===== src/rtl/jtkunio_gfx_slots_pkg.sv =====
// Shared types and constants for the kunio two-slot graphics SDRAM read port.
// Lines are 32 bits wide, assembled from two 16-bit SDRAM beats.
package jtkunio_gfx_pkg;

    localparam int SDRAM_AW   = 22;
    localparam int BEAT_W     = 16;
    localparam int FILL_BEATS = 2;
    localparam int LINE_W     = BEAT_W * FILL_BEATS;

    typedef enum logic [1:0] {
        IDLE      = 2'd0,
        WAIT_ACK  = 2'd1,
        WAIT_DATA = 2'd2
    } state_t;

    function automatic logic [BEAT_W-1:0] swab_beat(input logic [BEAT_W-1:0] b);
        return {b[7:0], b[15:8]};
    endfunction

endpackage


===== src/rtl/jtkunio_gfx_slots_if.sv =====
// SDRAM bank read port: the top drives the request side (master), the
// SDRAM controller answers with ack and data beats (slave).
interface jtkunio_gfx_slots_if;
    import jtkunio_gfx_pkg::*;

    logic [SDRAM_AW-1:0] sdram_addr;
    logic                sdram_req;
    logic                sdram_ack;
    logic                data_dst;
    logic                data_rdy;
    logic [BEAT_W-1:0]   data_read;

    modport master (
        output sdram_addr, sdram_req,
        input  sdram_ack, data_dst, data_rdy, data_read
    );

    modport slave (
        input  sdram_addr, sdram_req,
        output sdram_ack, data_dst, data_rdy, data_read
    );
endinterface


===== src/rtl/jtkunio_gfx_slots_cache_line.sv =====
// One-entry cache for a single graphics slot: tag compare, two-beat line
// assembly with optional byte swap, and flush/discard handling of the valid bit.
module jtkunio_gfx_cache_line
    import jtkunio_gfx_pkg::*;
#(
    parameter int AW   = 14,
    parameter bit SWAB = 1'b0
) (
    input  logic              clk,
    input  logic              rst_n,
    input  logic              flush,
    input  logic              cs,
    input  logic [AW-1:0]     addr,
    output logic              ok,
    output logic [LINE_W-1:0] dout,
    input  logic              beat_we,
    input  logic              beat_last,
    input  logic [BEAT_W-1:0] beat,
    input  logic [AW-1:0]     fill_addr,
    input  logic              discard
);

    logic [AW-1:0]     r_addr;
    logic [LINE_W-1:0] r_data;
    logic              r_valid;
    logic [BEAT_W-1:0] r_lo;
    logic [BEAT_W-1:0] w_beat;

    assign w_beat = SWAB ? swab_beat(beat) : beat;
    assign ok     = cs & r_valid & (addr == r_addr);
    assign dout   = r_data;

    // The low beat is staged so dout only changes once the whole line is in.
    always_ff @(posedge clk or negedge rst_n) begin
        if (!rst_n) begin
            r_addr  <= '0;
            r_data  <= '0;
            r_valid <= 1'b0;
            r_lo    <= '0;
        end else begin
            if (beat_we && !beat_last) begin
                r_lo <= w_beat;
            end
            if (beat_we && beat_last) begin
                r_data  <= {w_beat, r_lo};
                r_addr  <= fill_addr;
                r_valid <= !discard;
            end
            // NOTE: the later non-blocking write wins, so a flush landing on the
            // completing beat still leaves the entry invalid.
            if (flush) begin
                r_valid <= 1'b0;
            end
        end
    end

endmodule


===== src/rtl/jtkunio_gfx_slots.sv =====
// Two-slot SDRAM read port for one kunio graphics bank: round-robin miss
// arbitration, a single outstanding two-beat fill, one cache line per slot.
module jtkunio_gfx_slots
    import jtkunio_gfx_pkg::*;
#(
    parameter int                  SLOT0_AW     = 14,
    parameter int                  SLOT1_AW     = 17,
    parameter logic [SDRAM_AW-1:0] SLOT0_OFFSET = 22'h0,
    parameter logic [SDRAM_AW-1:0] SLOT1_OFFSET = 22'h0,
    parameter bit                  SWAB         = 1'b0
) (
    input  logic                clk,
    input  logic                rst_n,
    input  logic                flush,

    input  logic                slot0_cs,
    input  logic [SLOT0_AW-1:0] slot0_addr,
    output logic                slot0_ok,
    output logic [LINE_W-1:0]   slot0_dout,

    input  logic                slot1_cs,
    input  logic [SLOT1_AW-1:0] slot1_addr,
    output logic                slot1_ok,
    output logic [LINE_W-1:0]   slot1_dout,

    jtkunio_gfx_slots_if.master bus
);

    localparam int MAX_AW = (SLOT0_AW > SLOT1_AW) ? SLOT0_AW : SLOT1_AW;

    state_t              r_state;
    logic                r_rr;
    logic                r_gnt;
    logic                r_discard;
    logic [MAX_AW-1:0]   r_fill_addr;

    logic                w_miss0;
    logic                w_miss1;
    logic                w_pick_valid;
    logic                w_pick;
    logic [SDRAM_AW-1:0] w_sd_addr0;
    logic [SDRAM_AW-1:0] w_sd_addr1;
    logic                w_fill_beat;
    logic                w_fill_last;

    assign w_miss0    = slot0_cs & ~slot0_ok;
    assign w_miss1    = slot1_cs & ~slot1_ok;
    assign w_sd_addr0 = SLOT0_OFFSET + SDRAM_AW'({slot0_addr, 1'b0});
    assign w_sd_addr1 = SLOT1_OFFSET + SDRAM_AW'({slot1_addr, 1'b0});

    // NOTE: every output gets a default first so this block cannot infer a latch.
    always_comb begin
        w_pick_valid = 1'b0;
        w_pick       = 1'b0;
        if (w_miss0 && w_miss1) begin
            w_pick = r_rr;
        end else if (w_miss1) begin
            w_pick = 1'b1;
        end
        w_pick_valid = (w_miss0 | w_miss1) & ~flush;
    end

    assign w_fill_beat = (r_state == WAIT_DATA) & bus.data_dst;
    assign w_fill_last = w_fill_beat & bus.data_rdy;

    always_ff @(posedge clk or negedge rst_n) begin
        if (!rst_n) begin
            r_state        <= IDLE;
            r_rr           <= 1'b0;
            r_gnt          <= 1'b0;
            r_discard      <= 1'b0;
            r_fill_addr    <= '0;
            bus.sdram_req  <= 1'b0;
            bus.sdram_addr <= '0;
        end else begin
            case (r_state)
                IDLE: begin
                    r_discard <= 1'b0;
                    if (w_pick_valid) begin
                        r_gnt          <= w_pick;
                        r_rr           <= ~w_pick;
                        r_fill_addr    <= w_pick ? MAX_AW'(slot1_addr) : MAX_AW'(slot0_addr);
                        bus.sdram_addr <= w_pick ? w_sd_addr1 : w_sd_addr0;
                        bus.sdram_req  <= 1'b1;
                        r_state        <= WAIT_ACK;
                    end
                end
                WAIT_ACK: begin
                    if (flush) begin
                        r_discard <= 1'b1;
                    end
                    if (bus.sdram_ack) begin
                        bus.sdram_req <= 1'b0;
                        r_state       <= WAIT_DATA;
                    end
                end
                WAIT_DATA: begin
                    if (flush) begin
                        r_discard <= 1'b1;
                    end
                    if (w_fill_last) begin
                        r_state <= IDLE;
                    end
                end
                default: begin
                    r_state       <= IDLE;
                    bus.sdram_req <= 1'b0;
                end
            endcase
        end
    end

    jtkunio_gfx_cache_line #(
        .AW   (SLOT0_AW),
        .SWAB (SWAB)
    ) u_line0 (
        .clk       (clk),
        .rst_n     (rst_n),
        .flush     (flush),
        .cs        (slot0_cs),
        .addr      (slot0_addr),
        .ok        (slot0_ok),
        .dout      (slot0_dout),
        .beat_we   (w_fill_beat & ~r_gnt),
        .beat_last (bus.data_rdy),
        .beat      (bus.data_read),
        .fill_addr (r_fill_addr[SLOT0_AW-1:0]),
        .discard   (r_discard)
    );

    jtkunio_gfx_cache_line #(
        .AW   (SLOT1_AW),
        .SWAB (SWAB)
    ) u_line1 (
        .clk       (clk),
        .rst_n     (rst_n),
        .flush     (flush),
        .cs        (slot1_cs),
        .addr      (slot1_addr),
        .ok        (slot1_ok),
        .dout      (slot1_dout),
        .beat_we   (w_fill_beat & r_gnt),
        .beat_last (bus.data_rdy),
        .beat      (bus.data_read),
        .fill_addr (r_fill_addr[SLOT1_AW-1:0]),
        .discard   (r_discard)
    );

endmodule


===== src/flat_wrapper.sv =====
// flat-port wrapper written by rule: the top's interface ports become plain ports
module jtkunio_gfx_slots_flat import jtkunio_gfx_pkg::*;
#(
    parameter int                  SLOT0_AW     = 14,
    parameter int                  SLOT1_AW     = 17,
    parameter logic [SDRAM_AW-1:0] SLOT0_OFFSET = 22'h0,
    parameter logic [SDRAM_AW-1:0] SLOT1_OFFSET = 22'h0,
    parameter bit                  SWAB         = 1'b0
)
  (clk, rst_n, flush, slot0_cs, slot0_addr, slot0_ok, slot0_dout, slot1_cs, slot1_addr, slot1_ok, slot1_dout, bus_sdram_addr, bus_sdram_req, bus_sdram_ack, bus_data_dst, bus_data_rdy, bus_data_read);
  jtkunio_gfx_slots_if bus_i ();
  input  logic clk;
  input  logic rst_n;
  input  logic flush;
  input  logic slot0_cs;
  input  logic [SLOT0_AW-1:0] slot0_addr;
  output logic slot0_ok;
  output logic [LINE_W-1:0] slot0_dout;
  input  logic slot1_cs;
  input  logic [SLOT1_AW-1:0] slot1_addr;
  output logic slot1_ok;
  output logic [LINE_W-1:0] slot1_dout;
  output wire logic [$bits(bus_i.sdram_addr)-1:0] bus_sdram_addr;
  output wire logic [$bits(bus_i.sdram_req)-1:0] bus_sdram_req;
  input wire logic [$bits(bus_i.sdram_ack)-1:0] bus_sdram_ack;
  input wire logic [$bits(bus_i.data_dst)-1:0] bus_data_dst;
  input wire logic [$bits(bus_i.data_rdy)-1:0] bus_data_rdy;
  input wire logic [$bits(bus_i.data_read)-1:0] bus_data_read;
  assign bus_sdram_addr = bus_i.sdram_addr;
  assign bus_sdram_req = bus_i.sdram_req;
  assign bus_i.sdram_ack = bus_sdram_ack;
  assign bus_i.data_dst = bus_data_dst;
  assign bus_i.data_rdy = bus_data_rdy;
  assign bus_i.data_read = bus_data_read;
  jtkunio_gfx_slots #(.SLOT0_AW(SLOT0_AW), .SLOT1_AW(SLOT1_AW), .SLOT0_OFFSET(SLOT0_OFFSET), .SLOT1_OFFSET(SLOT1_OFFSET), .SWAB(SWAB)) u_core (.clk(clk), .rst_n(rst_n), .flush(flush), .slot0_cs(slot0_cs), .slot0_addr(slot0_addr), .slot0_ok(slot0_ok), .slot0_dout(slot0_dout), .slot1_cs(slot1_cs), .slot1_addr(slot1_addr), .slot1_ok(slot1_ok), .slot1_dout(slot1_dout), .bus(bus_i));
endmodule

===== config.mk =====
export PLATFORM = sky130hd
export DESIGN_NAME = jtkunio_gfx_slots_flat
export DESIGN_NICKNAME = d
export VERILOG_FILES = /design/src/rtl/jtkunio_gfx_slots_pkg.sv /design/src/rtl/jtkunio_gfx_slots_if.sv /design/src/rtl/jtkunio_gfx_slots_cache_line.sv /design/src/rtl/jtkunio_gfx_slots.sv /design/src/flat_wrapper.sv
export SDC_FILE = /design/constraint.sdc
export NUM_CORES = 1
export LEC_CHECK = 0
export ABC_AREA = 1
export CAP_MARGIN = 20
export CELL_PAD_IN_SITES_DETAIL_PLACEMENT = 0
export CELL_PAD_IN_SITES_GLOBAL_PLACEMENT = 2
export CORE_UTILIZATION = 33
export CTS_CLUSTER_SIZE = 8
export DETAILED_ROUTE_END_ITERATION = 10
export PLACE_DENSITY_LB_ADDON = 0.12
export SLEW_MARGIN = 10
export SYNTH_ARGS = -nofsm -noshare
export SYNTH_HDL_FRONTEND = slang
export SYNTH_SLANG_ARGS = --single-unit

===== constraint.sdc =====
create_clock -name clk -period 2.6 [get_ports clk]
set_clock_uncertainty 0.1 [all_clocks]
set_input_delay 0.65 -clock clk [delete_from_list [all_inputs] [get_ports clk]]
set_output_delay 0.65 -clock clk [all_outputs]
set_load 0.01 [all_outputs]

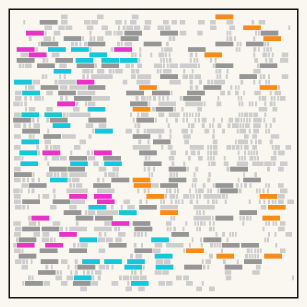
*Sequential cells grouped by signal name, run 1*
(2 px per um) Other sequential cells in the stronger grey, the rest of the logic in the fainter grey.
Orange is u_core.bus.sdram_addr, placed flops 17. Cyan is u_core.u_line0.dout, placed flops 32. Magenta is u_core.u_line1.r_lo, placed flops 16.
flop share of the area: 41.3%
final core occ: 47.2%
Flop area: 0.00380 mm^2
P_seq: 0.00385 W

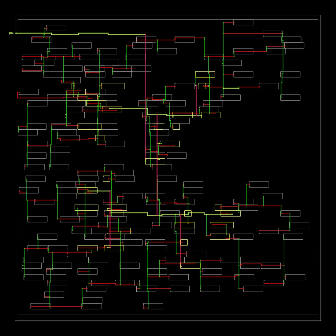
*Clock wiring as the flow saved it, run 1*
Clock group: 0.00279 W
CTS Buf Count: 17
clock sink count: 152
flip-flops: 152
Clock buffer cells: 18

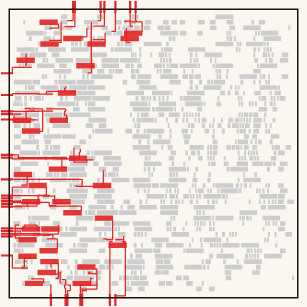
*I/O nets highlighted, run 1*
(2 px per um)
Red is slot1_dout, bits 32, direction output, edge 18 left, 7 top, 7 bottom, end cells 32, wire 986 um.
Ports: 144
Port-buffer cells: 138

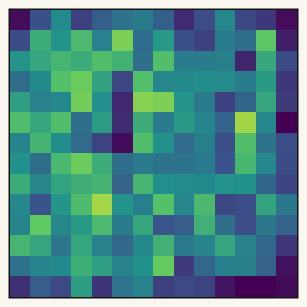
*Cell density map, run 1*
(2 px per um) The die is cut into 14 by 14 equal tiles; dark purple is low, yellow is high, 0 to 100% covered.
The fullest tile reaches 86%. The emptiest ninth of the die: lower right. The densest ninth of the die: middle left. The mean over all tiles is 43%. 1.5% of the tiles are nearly empty. 4.6% of the tiles are over 75% full.
core area: 0.0195 mm^2
FP Core Util: 33.8%

==> flow_summary.ini, run 1 <==
; flow metrics
[status]
status = completed

[place]
dp_hpwl_mm = 12.8
pre_cts_ws_ps = -656
dp_cells = 1149
placed_area_mm2 = 0.00849
place_congestion = 0.848

[cts]
cts_setup_buffers = 0
cts_buffer_depth = 2
clockRootBuffer = clkbuf_16
cts_tree = yes
ctsHoldBuffers = 0
cts_resized = 61
clk_transition_reported_paths_ps = 60
clock_latency_ps = 420
htreeDepth = 4

[detailed_routing]
vias_per_cell = 4.49
drcViolationCount = 0
drtPass1Iterations = 4
routedWlPerCell_um = 15.3
ant_nets = 0
drtIter0Drc = 227
num_vias = 5314
routed_wl_mm = 18.1

[pwr]
comb_power_w = 0.00309
swShare_pct = 32.2
p_leak_nw = 4.62
p_seq_share_pct = 39.5
p_comb_share_pct = 31.8
p_sw_w = 0.00313
p_int_w = 0.00660
power.density_mw_per_mm2 = 1060
ir_worst_vdd_mv = 0.479
total_power_w = 0.00973
clkPwrFrac_pct = 28.7
maxPowerGroup = registers

[worst_setup_path]
crit_type = input pin to output port
cp-startpoint = slot0_addr[0]
reg2reg_to = u_core.bus.sdram_addr[17]
slowest_stage = dlygate4sd2_1
r2r_setup_slack_ps = 650
crit_path_end = slot0_ok
path_cells = dlygate4sd2_1, xor2_2, nor2_1, nand2_1, nor2_1, nand2_1, inv_1, clkdlybuf4s15_2
cp-start-kind = input pin
endpoint_kind = output port
slowest_delay_ps = 280
critPathBufInv = 3
crit_fanout = 2
r2r_start = u_core.u_line1.r_addr[9]
crit_required_ps = 1850
crit_family = buffers and inverters
worst_r2r_path_depth = 11
crit_cells = 8
critPathArrivalTime_ps = 1760

[synthesis]
ys_ff = 152
simple_gate_share_pct = 19.1
mux_area_share_pct = 5.45
area_leaders = dfrtp_1, nand2_1, o21ai_0
syn_area_per_cell_um2 = 8.92
top_logic_kind = simple AND/OR/NAND/NOR gates
ys_area_mm2 = 0.00661
yosysCellCount = 741
ys_sh_aoi_pct = 8.52
yosys_warnings = 0
synth_top_area_share_pct = 57.6
syn_area_mm2 = 0.00661
synth-main-ff-cell = dfrtp_1
top_cells_by_count = nand2_1, dfrtp_1, o21ai_0, inv_1, mux2_2
ys_sh_adder_pct = 0.758
synth.most_common_cell = nand2_1
synth-edff-count = 0
synthCells = 741
ys_seq_share_pct = 57.6
ys_sh_xor_pct = 1.06
yosysUniqueCellTypes = 30
yosysTopAreaCell = dfrtp_1
async_reset_ff_share_pct = 100

[timing]
setup_ws_ps = 92.9
fin_tns_setup_ps = 0
hold_ws_ps = 84.4
slew_violations = 0
hold_viol = 0
max_freq_mhz = 399
rsz0062_at_grt = no
min_period_ps = 2510
finalSetupViolCount = 0
tightest_slew_ps = 506
relSlewSlack_pct = 66.3
timing.final.crit_share_pct = 96.4

[floorplan]
fp.dieH_um = 143
tap_cells = 265
placementRows = 51
dieArea_mm2 = 0.0206
die_w_um = 143

[final_layout]
stdcell_count = 1183
final_area_mm2 = 0.00922
largestClassByArea = registers
comb_share_pct = 26.2
comb_cells = 475
comb_area_mm2 = 0.00242
lay_top_cells = nand2_1, dfrtp_1, clkdlybuf4s50_1
clockNetworkAreaShare_pct = 7.18
n_antenna_cell = 0
final_common_cell = nand2_1
fillers = 1924
inverters = 84
syn2layout_area_growth_pct = 39.5
buffer_area_share_pct = 18.3
fin_nets = 964
n_all_buffers = 175
drive_above_1_share_pct = 14.8

[grt]
grtUsageTotal_pct = 18.8
grt_start_max_net_pins = 63
antenna_found_initial = 0
grt_overflow = 0
grt_pass1_vias = 5371
grt_pass1_wl_mm = 29.0

[min_path]
hold_class = input pin to asynchronous set/reset pin

[flow_run]
warnings = 29
max_cap_viol_count = 0
[run 1: metal layers]
metal | wire length [um] | vias to the layer above | global-route usage [%]
met5 | 0 | - | 0
met1 | 8150 | 2541 | 24.2
met4 | 210 | 0 | 5.04
met3 | 1060 | 16 | 5.53
met2 | 8720 | 112 | 30.8
li1 | - | 2645 | -
[run 1: registers in the layout, indices dropped and copies added (netlist names)]
register and flops:
u_core.r_state 2, u_core.bus.sdram_req 1, u_core.u_line0.r_valid 1, u_core.r_discard 1
u_core.bus.sdram_addr 17, u_core.u_line0.dout 32, u_core.u_line1.dout 32, u_core.u_line1.r_lo 16
u_core.u_line1.r_addr 17, u_core.u_line1.r_valid 1, u_core.u_line0.r_lo 16, u_core.u_line0.r_addr 14
u_core.r_rr 1, u_core.r_gnt 1
## Run 2: what changed since run 1
--- a/config.mk
+++ b/config.mk
@@ -10,6 +10,7 @@
 export CELL_PAD_IN_SITES_DETAIL_PLACEMENT = 0
 export CELL_PAD_IN_SITES_GLOBAL_PLACEMENT = 2
 export CORE_UTILIZATION = 33
+export CTS_BUF_LIST = sky130_fd_sc_hd__clkbuf_16
 export CTS_CLUSTER_SIZE = 8
 export DETAILED_ROUTE_END_ITERATION = 10
 export PLACE_DENSITY_LB_ADDON = 0.12
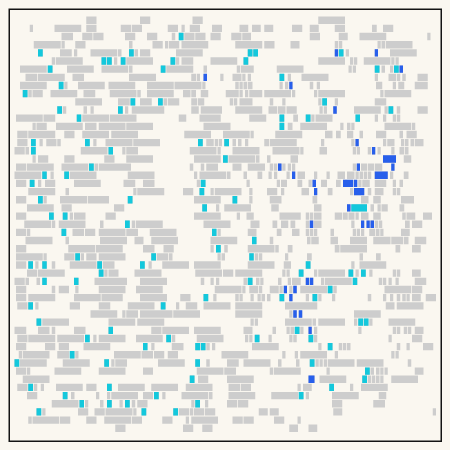
*Gate families picked out, run 2*
(3 px per um)
Blue is NOR gates, cells 33. Cyan is inverting AOI/OAI gates, cells 110, where all over the die.
non-filler instance count after layout: 1183
most used logic cell in the final layout: nand2_1

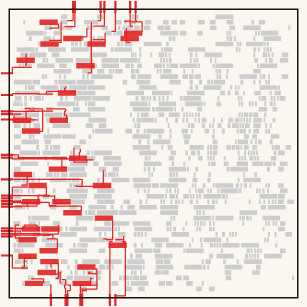
*I/O nets highlighted, run 2*
(2 px per um)
Red is slot1_dout, bits 32, direction output, edge 18 left, 7 top, 7 bottom, end cells 32, wire 986 um.

==> run 2 against run 1 <==
Against the previous run:
- design area stayed put
- die size unchanged
- cell count did not move
- sequential share of layout area stayed put
- worst hold slack is essentially flat
- critical path depth stayed put
- largest cell class unchanged
- wire length about the same
- fmax stayed put
==> flow_summary.ini, run 2 <==
; flow metrics
[synthesis]
synth-edff-count = 0
syn_area_per_cell_um2 = 8.92
synth.most_common_cell = nand2_1
ys_sh_adder_pct = 0.758
ys_ff = 152
yosys_warnings = 0
ys_area_mm2 = 0.00661
synth-main-ff-cell = dfrtp_1
ys_seq_share_pct = 57.6
ys_sh_aoi_pct = 8.52
yosysTopAreaCell = dfrtp_1
area_leaders = dfrtp_1, nand2_1, o21ai_0
syn_area_mm2 = 0.00661
synthCells = 741
mux_area_share_pct = 5.45
synth_top_area_share_pct = 57.6
yosysCellCount = 741
ys_sh_xor_pct = 1.06
simple_gate_share_pct = 19.1
async_reset_ff_share_pct = 100
yosysUniqueCellTypes = 30
top_cells_by_count = nand2_1, dfrtp_1, o21ai_0, inv_1, mux2_2

[cts]
clk_transition_reported_paths_ps = 60
cts_sinks = 152
cts_buffer_depth = 2
cts_tree = yes
cts_inserted_buffers = 17
ctsHoldBuffers = 0
clockRootBuffer = clkbuf_16
cts_resized = 61
cts_setup_buffers = 0
clock_latency_ps = 420

[final_layout]
seq-cell-share_pct = 41.3
comb_cells = 475
syn2layout_area_growth_pct = 39.5
n_antenna_cell = 0
largestClassByArea = registers
fin_nets = 964
fillers = 1924
drive_above_1_share_pct = 14.8
regArea_mm2 = 0.00380
comb_area_mm2 = 0.00242
inverters = 84
buffer_area_share_pct = 18.3
nClkBuffers = 17
clockNetworkAreaShare_pct = 7.18
lay_top_cells = nand2_1, dfrtp_1, clkdlybuf4s50_1
flop-count = 152

[timing]
tightest_slew_ps = 506
hold_ws_ps = 84.4
relSlewSlack_pct = 66.3
slew_violations = 0
min_period_ps = 2510
hold_viol = 0
max_freq_mhz = 399
rsz0062_at_grt = no
timing.final.crit_share_pct = 96.4

[worst_setup_path]
worst_r2r_path_depth = 11
critPathArrivalTime_ps = 1760
r2r_start = u_core.u_line1.r_addr[9]
reg2reg_to = u_core.bus.sdram_addr[17]
crit_path_end = slot0_ok
crit_required_ps = 1850
endpoint_kind = output port
crit_type = input pin to output port
cp-start-kind = input pin
cp-startpoint = slot0_addr[0]

[grt]
use_met3_pct = 5.53
grt_start_max_net_pins = 63
grtUsageTotal_pct = 18.8
grt_pass1_wl_mm = 29.0
use_met1_pct = 24.2
antenna_found_initial = 0
grt_pass1_vias = 5371
grtUsageMet2_pct = 30.8
top_usage_layer = met2

[pwr]
pg_clk_w = 0.00279
comb_power_w = 0.00309
total_power_w = 0.00973
power.density_mw_per_mm2 = 1060
p_comb_share_pct = 31.8
p_int_w = 0.00660
p_sw_w = 0.00313
p_leak_nw = 4.63
swShare_pct = 32.2
p_seq_share_pct = 39.5
ir_worst_vdd_mv = 0.479
clkPwrFrac_pct = 28.7
seq_power_w = 0.00384

[detailed_routing]
m1WireLength_mm = 8.16
routed_wl_mm = 18.1
drcViolationCount = 0
drtIter0Drc = 227
ant_nets = 0
num_vias = 5310
routed-wl-met3_mm = 1.05
vias_per_cell = 4.49
dr_wl_met2_mm = 8.72
routedWlPerCell_um = 15.3
top_layer = met4
drtPass1Iterations = 4

[place]
place_congestion = 0.848
dp_hpwl_mm = 12.8
dp_cells = 1149

[floorplan]
dieArea_mm2 = 0.0206
fp.dieH_um = 143
initial_core_util_pct = 33.8
num_io_pins = 144
die_w_um = 143
tap_cells = 265
core_mm2 = 0.0195

[min_path]
hold_class = input pin to asynchronous set/reset pin

[flow_run]
max_cap_viol_count = 0
warnings = 29

[status]
status = completed
-- run 2: cell counts after synthesis --
No cell type changed its count.
-- run 2: metrics by stage --
| step | cell area, um^2 | utilization [%] | setup slack, ps | TNS, ps |
|---|---|---|---|---|
| 2_1_floorplan | 6620 | - | 371 | 0 |
| 3_3_place_gp | 8490 | 43.5 | -668 | -3380 |
| 3_5_place_dp | 8490 | 43.5 | -656 | -3680 |
| 4_1_cts | 9180 | 47.0 | 0.463 | 0 |
| 5_1_grt | 9220 | 47.2 | 4.29 | 0 |
| 6_report | 9220 | 47.2 | 92.9 | 0 |
-- run 2: critical path, stage by stage --
cell and delay (ps):
dlygate4sd2_1 280, xor2_2 180, nor2_1 100, nand2_1 60, nor2_1 90, nand2_1 90
inv_1 90, clkdlybuf4s15_2 220
### Sequential cells grouped by signal name, run 2

(2 px per um) Other sequential cells in the stronger grey, the rest of the logic in the fainter grey.
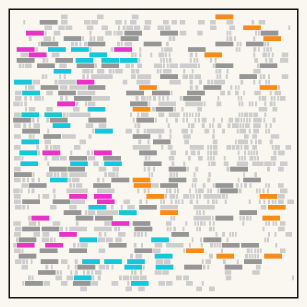

## Run 3: what changed since run 2
--- a/config.mk
+++ b/config.mk
@@ -13,6 +13,7 @@
 export CTS_BUF_LIST = sky130_fd_sc_hd__clkbuf_16
 export CTS_CLUSTER_SIZE = 8
 export DETAILED_ROUTE_END_ITERATION = 10
+export HOLD_SLACK_MARGIN = 0.15
 export PLACE_DENSITY_LB_ADDON = 0.12
 export SLEW_MARGIN = 10
 export SYNTH_ARGS = -nofsm -noshare
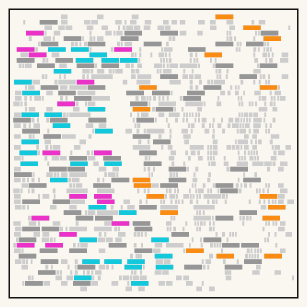
*Sequential cells grouped by signal name, run 3*
(2 px per um) Other sequential cells in the stronger grey, the rest of the logic in the fainter grey.
Cyan is u_core.u_line0.dout, placed flops 32. Magenta is u_core.u_line1.r_lo, placed flops 16. Orange is u_core.bus.sdram_addr, placed flops 17.
P_seq: 0.00384 W
flop share of the area: 41.2%

==> run 3 against run 2 <==
Against the previous run:
- register-to-register slack about the same
- setup slack is essentially flat
- wire length is essentially flat
- sequential power hardly changed
- cell count is essentially flat
- core utilization up 0.051 points
- die size did not move
- fmax is essentially flat
- via count stayed put
- area after synthesis unchanged
==> flow_summary.ini, run 3 <==
; flow metrics
[status]
status = completed

[final_layout]
fin_nets = 965
final_core_util_pct = 47.3
lay_top_cells = nand2_1, dfrtp_1, clkdlybuf4s50_1
final_common_cell = nand2_1
fillers = 1923
drive_above_1_share_pct = 14.8
syn2layout_area_growth_pct = 39.7
final_area_mm2 = 0.00923
n_antenna_cell = 0

[synthesis]
yosysUniqueCellTypes = 30
ys_sh_xor_pct = 1.06
syn_area_per_cell_um2 = 8.92
yosysCellCount = 741
synth-main-ff-cell = dfrtp_1
synthCells = 741
top_cells_by_count = nand2_1, dfrtp_1, o21ai_0, inv_1, mux2_2
async_reset_ff_share_pct = 100
area_leaders = dfrtp_1, nand2_1, o21ai_0
simple_gate_share_pct = 19.1
ys_sh_adder_pct = 0.758
ys_sh_aoi_pct = 8.52
ys_seq_share_pct = 57.6
ys_ff = 152
top_logic_kind = simple AND/OR/NAND/NOR gates
synth_top_area_share_pct = 57.6
synth.most_common_cell = nand2_1
yosysTopAreaCell = dfrtp_1
ys_area_mm2 = 0.00661
syn_area_mm2 = 0.00661
mux_area_share_pct = 5.45

[detailed_routing]
drtIter0Drc = 222
drtPass1Iterations = 4
routed_wl_mm = 18.1
vias_per_cell = 4.48
drcViolationCount = 0
num_vias = 5310
routedWlPerCell_um = 15.3
ant_nets = 0

[cts]
clockRootBuffer = clkbuf_16
cts_tree = yes
clk_transition_reported_paths_ps = 60
cts_inserted_buffers = 17
cts_buffer_depth = 2
htreeDepth = 4
cts_setup_buffers = 0
cts_sinks = 152
cts_resized = 61
clock_latency_ps = 420
ctsHoldBuffers = 1

[pwr]
power.density_mw_per_mm2 = 1050
ir_worst_vdd_mv = 0.479
swShare_pct = 32.2
p_seq_share_pct = 39.5
p_int_w = 0.00660
maxPowerGroup = registers
comb_power_w = 0.00310
p_sw_w = 0.00313
total_power_w = 0.00973
p_comb_share_pct = 31.8
clkPwrFrac_pct = 28.7
p_leak_nw = 4.63
pg_clk_w = 0.00279

[grt]
grt_pass1_vias = 5371
grtUsageTotal_pct = 18.8
grt_overflow = 0
grt_start_max_net_pins = 63
grt_pass1_wl_mm = 29.0
antenna_found_initial = 0

[timing]
rsz0062_at_grt = no
finalSetupViolCount = 0
setup_ws_ps = 93.3
max_freq_mhz = 399
relSlewSlack_pct = 66.2
min_period_ps = 2510
fin_tns_setup_ps = 0
hold_ws_ps = 380
hold_viol = 0
slew_violations = 0
timing.final.crit_share_pct = 96.4

[place]
pre_cts_ws_ps = -656
dp_hpwl_mm = 12.8
io_buffers = 138
dp_cells = 1149
place_congestion = 0.848
placed_area_mm2 = 0.00849

[worst_setup_path]
critPathBufInv = 3
crit_family = buffers and inverters
crit_required_ps = 1850
cp-startpoint = slot0_addr[0]
path_cells = dlygate4sd2_1, xor2_2, nor2_1, nand2_1, nor2_1, nand2_1, inv_1, clkdlybuf4s15_2
reg2reg_to = u_core.bus.sdram_addr[17]
cp-start-kind = input pin
r2r_start = u_core.u_line1.r_addr[9]
crit_fanout = 2
r2r_setup_slack_ps = 650
slowest_delay_ps = 280
critPathArrivalTime_ps = 1760
crit_path_end = slot0_ok
crit_type = input pin to output port
endpoint_kind = output port
crit_cells = 8

[floorplan]
die_w_um = 143
dieArea_mm2 = 0.0206
core_mm2 = 0.0195
initial_core_util_pct = 33.8
fp.dieH_um = 143
num_io_pins = 144
placementRows = 51

[flow_run]
warnings = 29
max_cap_viol_count = 0

[min_path]
hp-start = u_core.u_line0.r_lo[0]
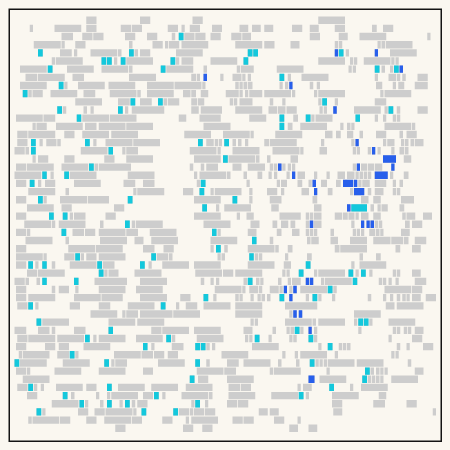
*Gate families picked out, run 3*
(3 px per um)
Blue is NOR gates, cells 33. Cyan is inverting AOI/OAI gates, cells 110, where all over the die.
Comb area share: 26.2%
non-filler instance count after layout: 1184

[run 3: netlist changes by cell type in the layout (fill, tap and decap cells not counted)]
| cell | delta |
|---|---|
| dlygate4sd3_1 | +1 |
[run 3: per-layer routing]
metal	up-vias	part of all wire, %	track usage (%)
li1	2647	-	-
met1	2537	45	24.2
met2	110	48	30.8
met3	16	5.8	5.53
met4	0	1.2	5.04
met5	-	0	0
[run 3: cell type report]
class	instances	area (um^2)	area share [%]
clock buffer	17	425	4.61
multi-input combinational	475	2420	26.2
inverter	84	315	3.42
timing repair buffer	176	1700	18.4
sequential	152	3800	41.2
clock inverter	15	236	2.56
tap	265	332	3.59
Power is estimated from default activity; no workload was simulated.
